Fig. 1: run 1, metal layers overlaid
Scale: 6 px per um.
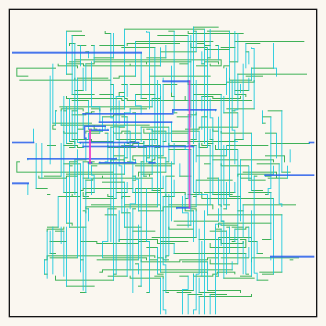
Fig. 2: run 1, cell density map
Scale: 8 px per um. The die is cut into 10 by 10 equal tiles; black is low, pale yellow is high, 0 to 100% covered.
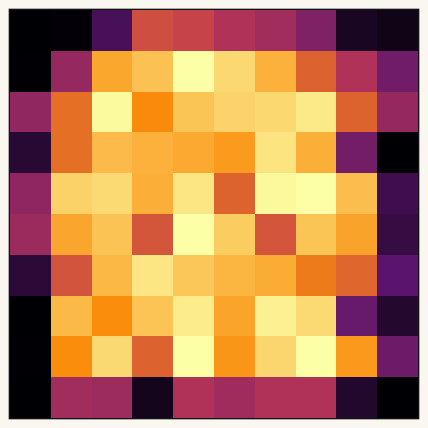
Fig. 3: run 1, cells coloured by class
Scale: 6 px per um.
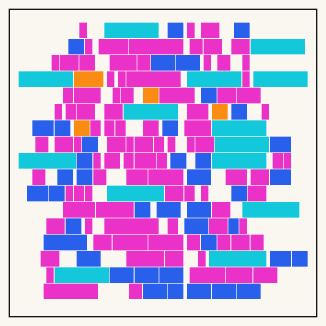
==> config.mk <==
export PLATFORM = sky130hd
export DESIGN_NAME = traffic_light_controller_multi
export DESIGN_NICKNAME = d
export VERILOG_FILES = /design/src/rtl/traffic_light_controller_multi.sv
export SDC_FILE = /design/constraint.sdc
export NUM_CORES = 1
export LEC_CHECK = 0
export ABC_CLOCK_PERIOD_IN_PS = 1800
export CAP_MARGIN = 20
export CORE_UTILIZATION = 40
export DETAILED_ROUTE_END_ITERATION = 7
export SETUP_SLACK_MARGIN = 0.3
export SYNTH_ARGS = -nofsm -noshare
export SYNTH_HDL_FRONTEND = slang
export SYNTH_SLANG_ARGS = --single-unit
==> constraint.sdc <==
create_clock -name clk -period 1.8 [get_ports clk]
set_input_delay 0.36 -clock clk [delete_from_list [all_inputs] [get_ports clk]]
set_output_delay 0.36 -clock clk [all_outputs]
set_load 0.03 [all_outputs]
==> run notes, run 1 <==
This memo summarizes the results of the implementation run.

Synth
Post-synth the commonest register cell is sky130_fd_sc_hd__dfrtp_1. Warnings reported by Yosys during synthesis add up to 0. Of the total synthesized cell area, the portion taken by AND, OR, NAND and NOR gates is 22.8%. The post-synth tally of flip-flops with integrated enable is 0. The sequential-to-total area share from yosys stat is 36.6%.

The share of synthesized area in the top cell type comes to 33.9%.

Placed design
At the end of routability-driven placement, the weighted congestion stood at 0.848. At the placement stage, the worst setup path has a slack of -0.0604 ns.

Power
Of all power groups, the one with the highest power is combinational logic. Looking at the power breakdown, sequential logic takes 20.2% of the total. The worst VDD IR drop from the latest analysis is 1.35 mV.

Finish
The sequential cells in the finished layout cover a total of 355 um2. The biggest slice of the area belongs to combinational gates. The number of signal-net inverters in the final layout is 7.

CTS
The count of cells resized by post-cts repair is 28. The cts-stage hold buffer count is 0.

Final timing
The minimum clock period is 1.93 ns. The critical path in the final layout is reported with a setup slack of -0.131 ns. Endpoints failing hold in the final report were tallied at 0. The max-slew violation total from the final report is 0. The count of final setup violators is 12.

Status
The run finished, with violations left. The final reports fail on negative setup slack.

Global route
The first-pass GRT wire length is 4440 um. The layer flagged by global routing as most heavily used is met2. The global routing report lists met1 layer usage as 28.6%.

Critical path
The timing report notes that buffer and inverter cells on the critical path total 2. The slack of the worst reg-to-reg path is -0.07 ns. The timing report shows that the slowest cell on the worst path is sky130_fd_sc_hd__dfrtp_2.

Die
The total die area is 2600 um2.

Drt
After detailed routing, no signal wire sits above met4. The number of detailed-routing iterations run before antenna repair is 4.
-- Fig. 1 (at the start) --
colour	layer	wire length
cyan	met2	1520 um
green	met1	1230 um
blue	met3	143 um
magenta	met4	26.5 um
aggregate global-route resource usage: 23.1%
drt wl/cell: 16.1 um
detailed-route wire length: 2920 um
detailed-route via count: 1003

-- Fig. 2 (at the start) --
mean over tiles	60%
densest ninth of the die	middle
tiles over 75% full	48%
initial core utilization: 43.0%
CORE AREA: 2230 um2
final core utilization: 71.5%

-- Fig. 3 (at the start) --
colour	class	cells
blue	other buffers and delay cells	41
cyan	flip-flops	14
magenta	all other logic	95
orange	clock drivers and dummy loads	4
final design area excluding fillers: 1600 um2
number of core rows: 17
Seq/total area: 22.3%

==> run 2, diff against run 1 <==
--- a/config.mk
+++ b/config.mk
@@ -9,6 +9,7 @@
 export CAP_MARGIN = 20
 export CORE_UTILIZATION = 40
 export DETAILED_ROUTE_END_ITERATION = 7
+export DONT_BUFFER_PORTS = 1
 export SETUP_SLACK_MARGIN = 0.3
 export SYNTH_ARGS = -nofsm -noshare
 export SYNTH_HDL_FRONTEND = slang
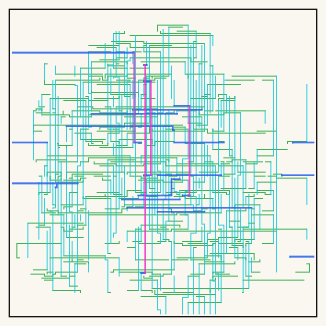
Fig. 4. Metal layers overlaid (run 2).
Scale: 6 px per um.
detailed-route wire length: 3040 um
detailed-route via count: 981

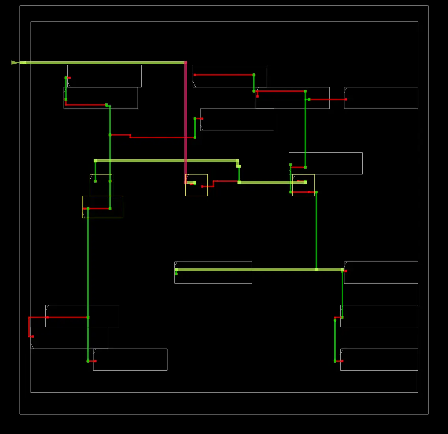
Fig. 5. Clock routing (run 2).
clock buffer count in the final layout: 4
Clk Latency, worst-skew pair: 0.29 ns
clock buffers created by TritonCTS: 3
Clock group: 0.242 mW

==> run 2 against run 1 <==
Effect of this change:
- the run still ends with negative setup slack left
- die size stayed put
- final cell count is 6.6% lower
- sequential share of layout area is 1.9 points higher
- worst setup slack better by 0.029 ns
- area after synthesis stayed put
- synthesized cell count stayed put
- largest power group unchanged
- flip-flop count stayed put
- total power is 3.9% lower
- highest routed layer unchanged
- routed wire length is 4.0% higher
==> run notes, run 2 <==
This memo summarizes the results of the implementation run.

Final timing
The count of final setup violators is 14 (+2). The final hold violation count was 0 (unchanged). The setup slack of the critical path after layout is -0.102 ns (+0.0290 ns).

Synth
The post-synth tally of flip-flops with integrated enable is 0 (unchanged). The sequential-to-total area share from yosys stat was 36.6% (unchanged). The main flop type is sky130_fd_sc_hd__dfrtp_1.

The share of the synthesized area in the top cell type is 33.9% (unchanged). The tally of yosys warning messages is 0 (unchanged). The fraction of the mapped netlist area in simple logic gates came to 22.8% (unchanged).

Power
The largest vdd supply drop was 1.26 mV (-6.6%).

Drt
The number of detailed-routing iterations run before antenna repair is 4 (unchanged). The highest signal layer in the routed design is met4.

Global route
The met1 track demand over resource was 31.4% (+2.8 points).

Finish
The number of signal-net inverters in the final layout came to 7 (unchanged). The combined flip-flop and latch cell area is 355 um2 (unchanged). The share of cell area taken by flip-flops and latches is 24.2% (+1.9 points). The cell class ranked first by area is combinational gates.

Die
The initial core utilization is 43.0% (unchanged). The total die area is 2600 um2 (unchanged). The number of placement rows is 17 (unchanged).

Status
The final reports fail on negative setup slack. The flow ran to the end, but the final reports show violations.

Critical path
The slack of the worst reg-to-reg path is -0.10 ns (-0.03 ns). The timing report shows that the slowest cell on the worst path is sky130_fd_sc_hd__or4b_4.

CTS
The cts-stage hold buffer count was 1 (+1). The count of cells resized by post-cts repair is 37 (+32%).

Placed design
The global placement routability congestion is 0.841 (-0.79%). The pre-CTS setup slack is -0.0606 ns (-0.000159 ns).
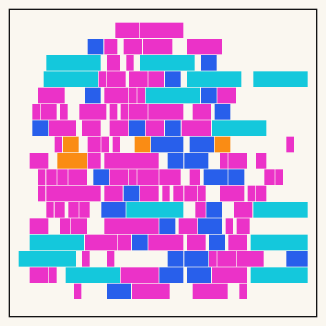
Fig. 6. Cells coloured by class (run 2).
Scale: 6 px per um.
colour	class	cells
orange	clock drivers and dummy loads	4
cyan	flip-flops	14
magenta	all other logic	95
blue	other buffers and delay cells	29
final core utilization: 65.8%
final design area excluding fillers: 1470 um2

==> run 3, diff against run 2 <==
--- a/config.mk
+++ b/config.mk
@@ -11,6 +11,7 @@
 export DETAILED_ROUTE_END_ITERATION = 7
 export DONT_BUFFER_PORTS = 1
 export SETUP_SLACK_MARGIN = 0.3
+export SLEW_MARGIN = 10
 export SYNTH_ARGS = -nofsm -noshare
 export SYNTH_HDL_FRONTEND = slang
 export SYNTH_SLANG_ARGS = --single-unit
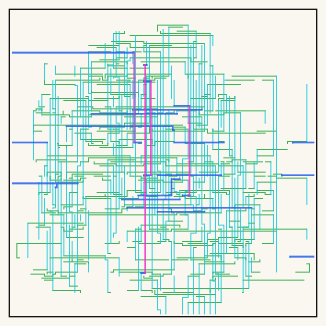
Fig. 7. Metal layers overlaid (run 3).
Scale: 6 px per um.
colour	layer	wire length
cyan	met2	1530 um
blue	met3	169 um
magenta	met4	80.2 um
green	met1	1260 um
aggregate global-route resource usage: 25.9%
drt wl/cell: 17.9 um

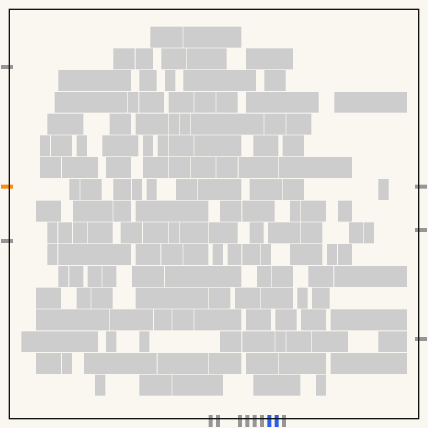
Fig. 8. Pin map (run 3).
Scale: 8 px per um. Pins as bars across the die edge, other pins in grey.
colour	port	pins	direction	edge
orange	enable	1	input	left
blue	red	2	output	bottom
all pins by edge	9 bottom, 3 left, 3 right
DIE WIDTH: 51.0 um
die span in y: 51.0 um
count of port buffers added during placement: 0

==> run 3 against run 2 <==
Effect of this change:
- the run still ends with negative setup slack left
- flip-flop count did not move
- clock power barely moved
- final area did not move
- clock-buffer cell count did not move
- clock skew did not move
==> run notes, run 3 <==
This memo summarizes the results of the implementation run.

Power
The largest vdd supply drop is 1.26 mV (unchanged). The power in the clock group is 0.242 mW (about the same).

Final timing
The setup slack of the critical path after layout was -0.102 ns (unchanged). The count of final setup violators is 14 (unchanged). Max-slew check failures listed in the final report amount to 0.

Drt
The highest signal layer in the routed design is met4. The overall via count from detail_route is 981 (unchanged). The count of nets left with antenna violations once routing finished came out at 0. The number of detailed-routing iterations run before antenna repair is 4 (unchanged).

The total routed wirelength is 3040 um (unchanged).

Synth
The tally of yosys warning messages is 0 (unchanged). The fraction of the mapped netlist area in simple logic gates is 22.8% (unchanged). The main flop type is sky130_fd_sc_hd__dfrtp_1.

The share of the synthesized area in the top cell type is 33.9% (unchanged). The post-synth tally of flip-flops with integrated enable was 0 (unchanged).

Die
The total die area is 2600 um2 (unchanged). The initial core utilization was 43.0% (unchanged).

Critical path
The slack of the worst reg-to-reg path is -0.10 ns (about the same). The slowest cell on the critical path is sky130_fd_sc_hd__or4b_4.

CTS
The count of cells resized by post-cts repair is 37 (unchanged). The number of clock buffers inserted by TritonCTS was 3 (unchanged). The cts-stage hold buffer count is 1 (unchanged).

The source-to-sink clock delay at the later pin of the worst-skew pair is 0.29 ns (about the same).

Finish
The combined flip-flop and latch cell area was 355 um2 (unchanged). The cell class ranked first by area is combinational gates. The layout clock buffer count is 4 (unchanged). The fraction of the core area covered by cells at the end of the flow came to 65.8% (unchanged).

The count of antenna diodes in the layout is 0. The final instance area is 1470 um2 (unchanged). The share of cell area taken by flip-flops and latches came to 24.2% (unchanged).

Status
The final reports fail on negative setup slack. The run finished, with violations left.

Placed design
The pre-CTS setup slack is -0.0606 ns (unchanged).

Global route
The met1 track demand over resource is 31.4% (unchanged).
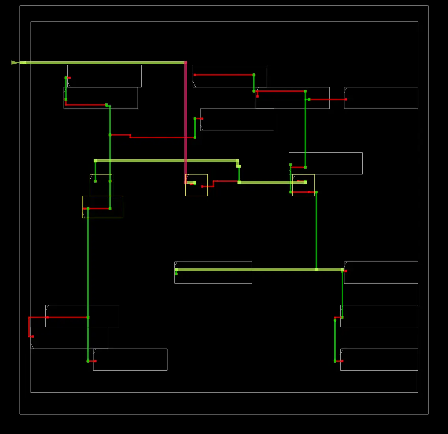
Fig. 9. Clock routing (run 3).
number of clock sinks: 14
count of sequential standard cells: 14

Power is estimated from default activity; no workload was simulated.
